**src/rtl/dmem_bus_bridge_pkg.sv**
```systemverilog
// dmem_bus_bridge shared types: bridge FSM encoding
// and watchdog counter sizing.
package dmem_bus_bridge_pkg;

   localparam int DMEM_STATE_WIDTH = 2;

   typedef enum logic [DMEM_STATE_WIDTH-1:0] {
      DMEM_IDLE = 2'd0,
      DMEM_REQ  = 2'd1,
      DMEM_RESP = 2'd2,
      DMEM_DONE = 2'd3
   } dmem_state_e;

   // Never narrower than 8 bits; wide enough to reach limit-1.
   function automatic int cnt_width(input int limit);
      if (limit > 256)
         return $clog2(limit);
      return 8;
   endfunction

endpackage

```
**src/rtl/dmem_timeout_cnt.sv**
```systemverilog
// dmem_timeout_cnt: clear/enable watchdog counter;
// expired is high while enabled at count LIMIT-1.
module dmem_timeout_cnt #(
   parameter int LIMIT = 255,
   parameter int W     = 8
) (
   input  logic clk,
   input  logic rst_n,
   input  logic clr,
   input  logic en,
   output logic expired
);

   logic [W-1:0] cnt;

   always_ff @(posedge clk or negedge rst_n) begin
      if (!rst_n)
         cnt <= '0;
      else if (clr)
         cnt <= '0;
      else if (en)
         cnt <= cnt + 1'b1;
   end

   assign expired = en && (cnt == W'(LIMIT - 1));

endmodule

```
**src/rtl/dmem_bus_bridge.sv**
```systemverilog
// dmem_bus_bridge: memory-control request to registered req/gnt/rvalid bus.
// Optional watchdog enabled by defining DMEM_TIMEOUT_EN.
module dmem_bus_bridge
   import dmem_bus_bridge_pkg::*;
#(
   parameter int ADDR_WIDTH     = 32,
   parameter int DATA_WIDTH     = 32,
   parameter int TIMEOUT_CYCLES = 255
) (
   input  logic                  clk,
   input  logic                  rst_n,
   input  logic                  req_i,
   input  logic                  wr_en_i,
   input  logic [ADDR_WIDTH-1:0] addr_i,
   input  logic [DATA_WIDTH-1:0] wdata_i,
   output logic [DATA_WIDTH-1:0] rdata_o,
   output logic                  hold_o,
   output logic                  err_o,
   output logic                  bus_req_o,
   output logic                  bus_we_o,
   output logic [ADDR_WIDTH-1:0] bus_addr_o,
   output logic [DATA_WIDTH-1:0] bus_wdata_o,
   input  logic                  bus_gnt_i,
   input  logic                  bus_rvalid_i,
   input  logic [DATA_WIDTH-1:0] bus_rdata_i
);

   dmem_state_e state;
   logic        start;
   logic        in_flight;
   logic        timeout_fire;

   assign start     = (state == DMEM_IDLE) && req_i;
   assign in_flight = (state == DMEM_REQ) || (state == DMEM_RESP);
   assign hold_o    = start || in_flight;

`ifdef DMEM_TIMEOUT_EN
   localparam int CNT_W = cnt_width(TIMEOUT_CYCLES);

   logic cnt_exp;
   logic err_q;

   dmem_timeout_cnt #(
      .LIMIT (TIMEOUT_CYCLES),
      .W     (CNT_W)
   ) u_timeout_cnt (
      .clk     (clk),
      .rst_n   (rst_n),
      .clr     (start),
      .en      (in_flight),
      .expired (cnt_exp)
   );

   // A grant or response in the expiry cycle takes priority.
   assign timeout_fire = cnt_exp &&
      (((state == DMEM_REQ) && !bus_gnt_i) ||
       ((state == DMEM_RESP) && !bus_rvalid_i));

   always_ff @(posedge clk or negedge rst_n) begin
      if (!rst_n)
         err_q <= 1'b0;
      else
         err_q <= timeout_fire;
   end

   assign err_o = err_q;
`else
   assign timeout_fire = 1'b0;
   assign err_o        = 1'b0;
`endif

   always_ff @(posedge clk or negedge rst_n) begin
      if (!rst_n) begin
         state       <= DMEM_IDLE;
         rdata_o     <= '0;
         bus_req_o   <= 1'b0;
         bus_we_o    <= 1'b0;
         bus_addr_o  <= '0;
         bus_wdata_o <= '0;
      end else begin
         unique case (state)
            DMEM_IDLE: begin
               if (req_i) begin
                  bus_req_o   <= 1'b1;
                  bus_we_o    <= wr_en_i;
                  bus_addr_o  <= {addr_i[ADDR_WIDTH-1:2], 2'b00};
                  bus_wdata_o <= wdata_i;
                  state       <= DMEM_REQ;
               end
            end
            DMEM_REQ: begin
               if (bus_gnt_i) begin
                  bus_req_o <= 1'b0;
                  state     <= DMEM_RESP;
               end else if (timeout_fire) begin
                  bus_req_o <= 1'b0;
                  rdata_o   <= '0;
                  state     <= DMEM_DONE;
               end
            end
            DMEM_RESP: begin
               if (bus_rvalid_i) begin
                  if (!bus_we_o)
                     rdata_o <= bus_rdata_i;
                  state <= DMEM_DONE;
               end else if (timeout_fire) begin
                  rdata_o <= '0;
                  state   <= DMEM_DONE;
               end
            end
            DMEM_DONE: begin
               state <= DMEM_IDLE;
            end
            default: begin
               state <= DMEM_IDLE;
            end
         endcase
      end
   end

endmodule

```
**config.mk**
```make
export PLATFORM = sky130hd
export DESIGN_NAME = dmem_bus_bridge
export DESIGN_NICKNAME = d
export VERILOG_FILES = /design/src/rtl/dmem_bus_bridge_pkg.sv /design/src/rtl/dmem_timeout_cnt.sv /design/src/rtl/dmem_bus_bridge.sv
export SDC_FILE = /design/constraint.sdc
export NUM_CORES = 1
export LEC_CHECK = 0
export CORE_MARGIN = 2
export CORE_UTILIZATION = 30
export DETAILED_ROUTE_END_ITERATION = 16
export HOLD_SLACK_MARGIN = 0.06
export PLACE_DENSITY = 0.66
export SYNTH_ARGS = -nofsm -noshare
export SYNTH_HDL_FRONTEND = slang
export SYNTH_SLANG_ARGS = --single-unit
```
**constraint.sdc**
```tcl
create_clock -name clk -period 4.5 [get_ports clk]
set_input_delay 0.9 -clock clk [delete_from_list [all_inputs] [get_ports clk]]
set_output_delay 0.9 -clock clk [all_outputs]
set_load 0.05 [all_outputs]
```
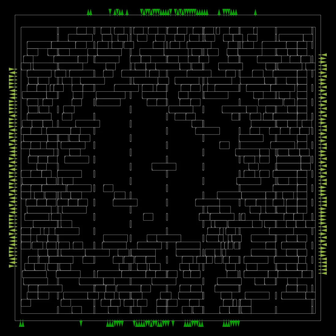
run_1/placed.png
final standard cell utilization of the core: 50.56%
Cell Rows: 40

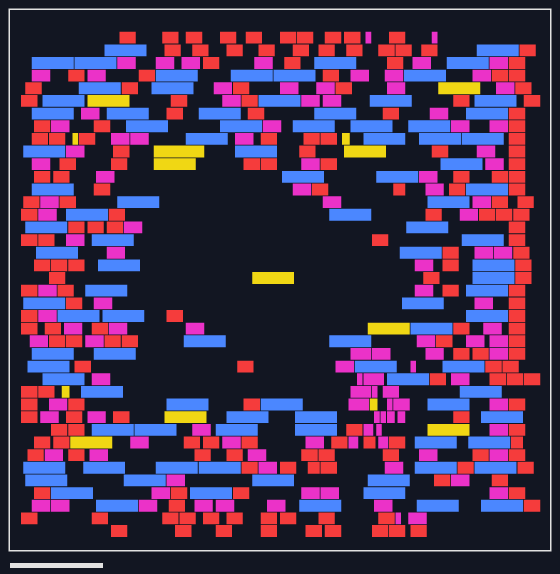
run_1/class_map.png
The bar under the picture is 20 um long.
[magenta] remaining logic cells | cells: 119 | share of their area: 21%
[blue] registers | cells: 98 | share of their area: 41%
[red] remaining buffers and delay cells | cells: 198 | share of their area: 33%
[yellow] clock drivers and dummy loads | cells: 14 | share of their area: 4.6%

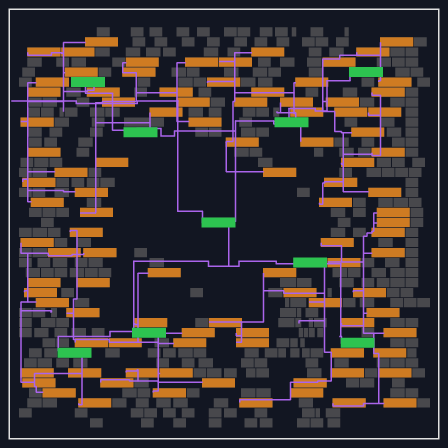
run_1/clock_wires.png
[purple] clock wires | length: 1320 um
[green] clock-net drivers | count: 9
[orange] flip-flops | count: 98
flops lie: spread over the die
routed clock nets: 10

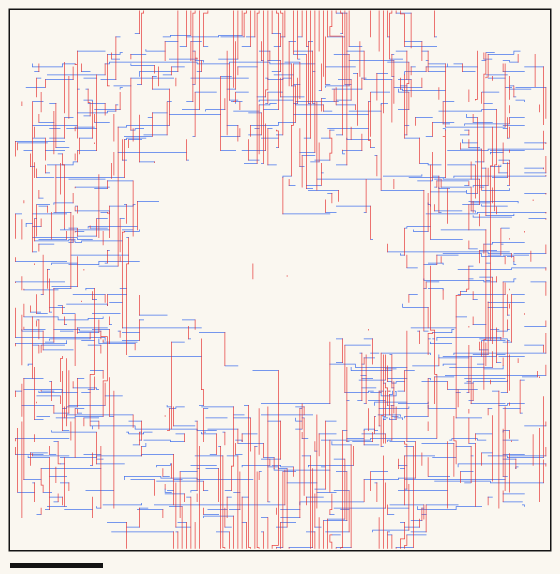
run_1/layers.png
The bar under the picture is 20 um long. Only two layers are drawn.
[blue] M1 | wire length: 3350 um
[red] M2 | wire length: 4250 um
Post-Route WL: 8734 um
Tot GR Track Use: 13.55%
average routed wire per standard cell: 14.63 um

==> impl_metrics.csv, run 1 <==
group,metric,value,unit
synthesis,synth_top_area_share,65.03,%
worst_setup_path,timing.critical_path.to_type,"output port",
worst_setup_path,crit_required,3.60,ns
worst_setup_path,timing.critical_path.to,"hold_o",
synthesis,synth-edff-count,0,
worst_setup_path,critical_path_peak_fanout,3,
clock_network,cts_htree_levels,3,
synthesis,yosys.area_share.aoi,0.9954,%
die,floorplan.die.height,116.1,um
sta,final_setup_viols,0,
synthesis,synthMostInstantiatedCell,"dfrtp_1",
worst_setup_path,r2r_cells,4,
placement,place_inst,583,
synthesis,topCellsByArea,"dfrtp_1, mux2_2, ha_1",
clock_network,cts_inserted_buffers,9,
global_routing,maximum_number_of_pins_on_one_net_before_global_route_repair,74,
clock_network,holdBufCountCts,0,
global_routing,antenna_found_initial,0,
synthesis,mux_area_share,28.93,%
finish,n_antenna_cell,0,
sta,number_of_pins_exceeding_their_max_slew_limit_in_the_final_report,0,
global_routing,globalRouteMet2Util,22.69,%
synthesis,synth_xor_xnor_area_share,0,%
global_routing,gr-max-usage-layer,"met2",
finish,stdcell_area,6148,um2
status,run_status,"finished clean",
clock_network,postCtsSetupRepairBufs,0,
global_routing,first_global_vias,2819,
worst_setup_path,slack_of_the_worst_reg_to_reg_path,2.51,ns
detailed_routing,met2RoutedLength,4254,um
worst_setup_path,setup_crit_start,"req_i",
finish,sh_seq_area,39.89,%
sta,final.hold.worst_slack,0.5012,ns
finish,post_route_cells_drive_above_1_share,26.81,%
finish,leading_cell_types_in_the_layout_fill_and_taps_excluded,"clkdlybuf4s50_1, dfrtp_1, mux2_2",
die,tap-cell-count,168,
placement,dpl_cell_area,5874,um2
worst_setup_path,timing.setup.critical_path_class,"in2out",
die,chipArea,13480,um2
job,max_cap_viol_count,0,
finish,area.sequential,2452,um2
finish,multi_input_comb_area,1214,um2
synthesis,yosys_warnings,0,
global_routing,overflow,0,
run_1/floorplan.png
The bar under the picture is 20 um long. Pins as bars on the die edge. Tap cells in grey.
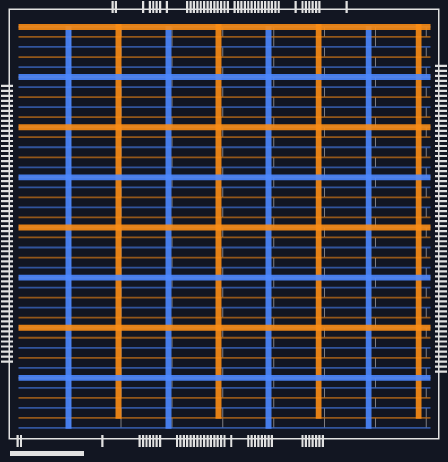

==> run 2: changes to the inputs <==
--- a/config.mk
+++ b/config.mk
@@ -9,7 +9,7 @@
 export CORE_UTILIZATION = 30
 export DETAILED_ROUTE_END_ITERATION = 16
 export HOLD_SLACK_MARGIN = 0.06
-export PLACE_DENSITY = 0.66
+export PLACE_DENSITY = 0.69
 export SYNTH_ARGS = -nofsm -noshare
 export SYNTH_HDL_FRONTEND = slang
 export SYNTH_SLANG_ARGS = --single-unit
==> constraint.sdc (replaced) <==
create_clock -name clk -period 2.37 [get_ports clk]
set_input_delay 0.474 -clock clk [delete_from_list [all_inputs] [get_ports clk]]
set_output_delay 0.474 -clock clk [all_outputs]
set_load 0.05 [all_outputs]
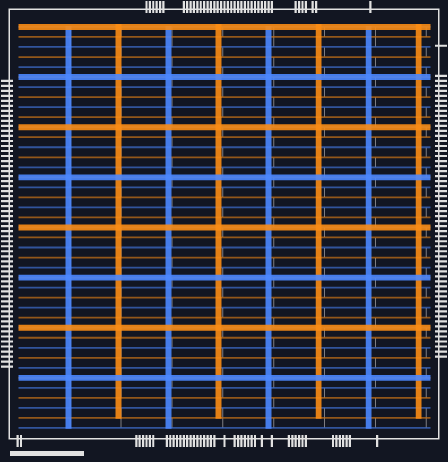
run_2/floorplan.png
The bar under the picture is 20 um long. Pins as bars on the die edge. Tap cells in grey.
[blue] VSS
[orange] VDD
rows: 40
tap cells: 168
met1 rails: 41
met5 straps: 8
met4 straps: 8
vertical die dimension: 116.1 um
CORE AREA: 12160 um2
horizontal die size: 116.1 um

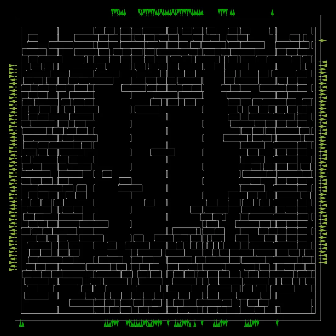
run_2/placed.png
number of flip-flops and latches: 98
final standard cell utilization of the core: 51.50%
Seq area share: 39.15%

==> impl_metrics.csv, run 2 <==
group,metric,value,unit
clock_network,cts_htree_levels,3,
worst_setup_path,r2r_cells,4,
finish,leading_cell_types_in_the_layout_fill_and_taps_excluded,"clkdlybuf4s50_1, dfrtp_1, mux2_2",
worst_setup_path,timing.critical_path.to,"bus_req_o",
finish,post_route_cells_drive_above_1_share,27.29,%
synthesis,synth-edff-count,0,
global_routing,overflow,0,
finish,area.sequential,2452,um2
synthesis,topCellsByArea,"dfrtp_1, mux2_2, ha_1",
finish,multi_input_comb_area,1214,um2
detailed_routing,avgRoutedWirePerCell,14.52,um
detailed_routing,wl,8771,um
synthesis,synth_xor_xnor_area_share,0,%
worst_setup_path,slack_of_the_worst_reg_to_reg_path,0.72,ns
global_routing,gr-max-usage-layer,"met2",
job,max_cap_viol_count,0,
worst_setup_path,timing.critical_path.to_type,"output port",
global_routing,first_global_vias,2887,
clock_network,postCtsSetupRepairBufs,0,
synthesis,synth_top_area_share,65.03,%
synthesis,yosys_warnings,0,
placement,dpl_cell_area,5954,um2
detailed_routing,met2RoutedLength,4363,um
worst_setup_path,setup_crit_start,"bus_req_o$_DFFE_PN0P_",
finish,n_antenna_cell,0,
sta,final_setup_viols,0,
sta,number_of_pins_exceeding_their_max_slew_limit_in_the_final_report,0,
global_routing,antenna_found_initial,0,
worst_setup_path,critical_path_peak_fanout,3,
global_routing,globalRouteMet2Util,22.65,%
worst_setup_path,timing.setup.critical_path_class,"reg2out",
die,chipArea,13480,um2
status,run_status,"finished clean",
run_2/layers.png
The bar under the picture is 20 um long. Only two layers are drawn.
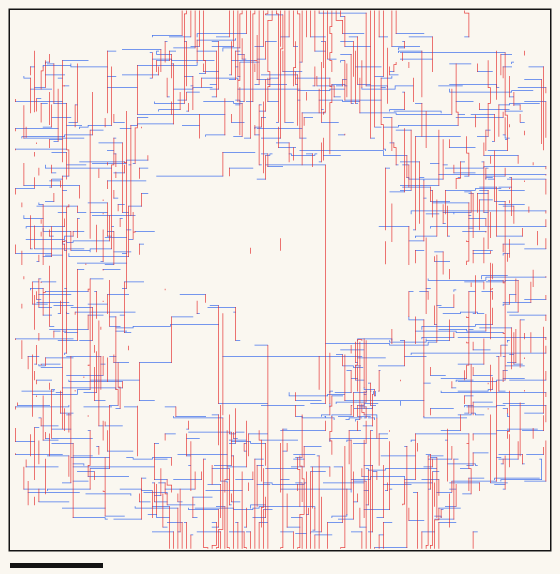

==> run 3: changes to the inputs <==
--- a/config.mk
+++ b/config.mk
@@ -9,7 +9,7 @@
 export CORE_UTILIZATION = 30
 export DETAILED_ROUTE_END_ITERATION = 16
 export HOLD_SLACK_MARGIN = 0.06
-export PLACE_DENSITY = 0.69
+export PLACE_DENSITY = 0.66
 export SYNTH_ARGS = -nofsm -noshare
 export SYNTH_HDL_FRONTEND = slang
 export SYNTH_SLANG_ARGS = --single-unit
==> constraint.sdc (replaced) <==
create_clock -name clk -period 1.9 [get_ports clk]
set_input_delay 0.38 -clock clk [delete_from_list [all_inputs] [get_ports clk]]
set_output_delay 0.38 -clock clk [all_outputs]
set_load 0.05 [all_outputs]
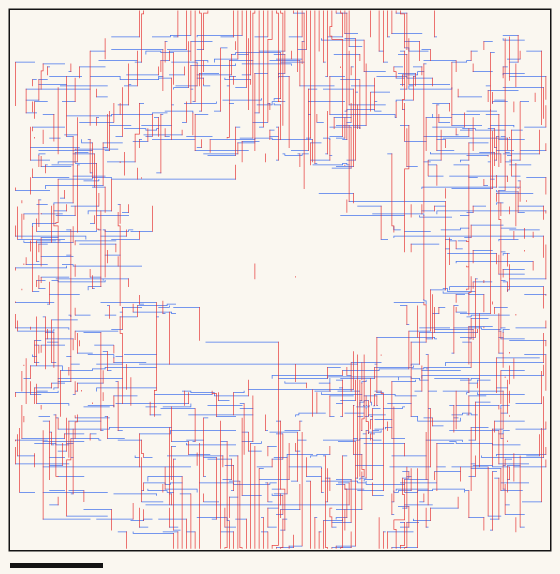
run_3/layers.png
The bar under the picture is 20 um long. Only two layers are drawn.
Post-Route WL: 9084 um
via total after detailed routing: 2636
average routed wire per standard cell: 15.01 um
Tot GR Track Use: 13.23%

==> impl_metrics.csv, run 3 <==
group,metric,value,unit
status,run_status,"finished clean",
global_routing,globalRouteMet2Util,21.75,%
synthesis,syn_avg_cell_area,16.61,um2
die,floorplanUtilization,31.01,%
global_routing,grt_util_met1,15.53,%
detailed_routing,routed_via_density,4.357,
synthesis,yosysSeqAreaShare,65.03,%
job,openroad.warnings,31,
sta,final_setup_viols,0,
finish,sequential_cell_total,98,
clock_network,postCtsSetupRepairBufs,0,
worst_setup_path,worst_path_dominant_cell_family,"buffers and inverters",
detailed_routing,route.top_layer_used,"met4",
worst_setup_path,critical_path_peak_fanout,2,
finish,area.sequential,2452,um2
hold_path,min_path_type,"in2async",
clock_network,cts-root-buf,"clkbuf_16",
synthesis,synth_xor_xnor_area_share,0,%
synthesis,synth_top_area_share,65.03,%
placement,place_inst,588,
synthesis,common_cells,"dfrtp_1, mux2_2, inv_1, buf_2, ha_1",
synthesis,yosys.area_share.aoi,0.9954,%
synthesis,synth-edff-count,0,
detailed_routing,antenna_nets_post_route,0,
die,die-width,116.1,um
synthesis,synth-seq-cells,98,
sta,number_of_pins_exceeding_their_max_slew_limit_in_the_final_report,0,
worst_setup_path,timing.critical_path.to_type,"output port",
synthesis,synthMostInstantiatedCell,"dfrtp_1",
clock_network,cts_inserted_buffers,9,
finish,finalCoreUtilization,52.40,%
clock_network,clkLatencyLatePin,0.34,ns
worst_setup_path,number_of_buffer_and_inverter_stages_on_the_critical_path,1,
worst_setup_path,slack_of_the_worst_reg_to_reg_path,0.27,ns
global_routing,antenna_found_initial,0,
die,pin_count,202,
worst_setup_path,setup_crit_start,"rdata_o[12]$_DFFE_PN0P_",
sta,final.hold.worst_slack,0.4980,ns
worst_setup_path,r2r_cells,4,
placement,dpl_cell_area,5927,um2
synthesis,synthDistinctLibCells,17,
finish,post_route_cells_drive_above_1_share,33.87,%
global_routing,gr-max-usage-layer,"met2",
synthesis,synth.cell_area,3771,um2
die,core,12160,um2
die,floorplan.die.height,116.1,um
worst_setup_path,timing.critical_path.to,"rdata_o[12]",
worst_setup_path,crit_required,1.52,ns
synthesis,topCellsByArea,"dfrtp_1, mux2_2, ha_1",
finish,leading_cell_types_in_the_layout_fill_and_taps_excluded,"clkdlybuf4s50_1, dfrtp_1, mux2_2",
synthesis,yosys_warnings,0,
worst_setup_path,cp_slowest_stage_delay,0.80,ns
finish,sh_seq_area,38.48,%
synthesis,syn_inst,227,
synthesis,yosys.stat.chipArea,3771,um2
finish,stdcell_area,6372,um2
finish,nets,538,
finish,n_antenna_cell,0,
global_routing,maximum_number_of_pins_on_one_net_before_global_route_repair,51,
clock_network,cts.sinks,98,
global_routing,overflow,0,
sta,rsz0062_at_grt,"no",
finish,multi_input_comb_area,1229,um2
detailed_routing,met2RoutedLength,4360,um
global_routing,first_global_vias,2816,
clock_network,post_cts.resized_instances,19,
job,max_cap_viol_count,0,
clock_network,cts_htree_levels,3,
sta,final-hold-violation-count,0,
die,chipArea,13480,um2
worst_setup_path,timing.setup.critical_path_class,"reg2out",
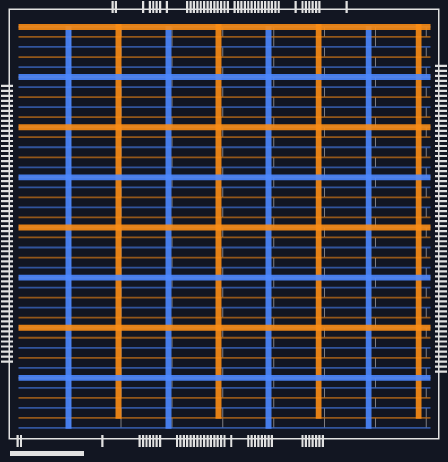
run_3/floorplan.png
The bar under the picture is 20 um long. Pins as bars on the die edge. Tap cells in grey.

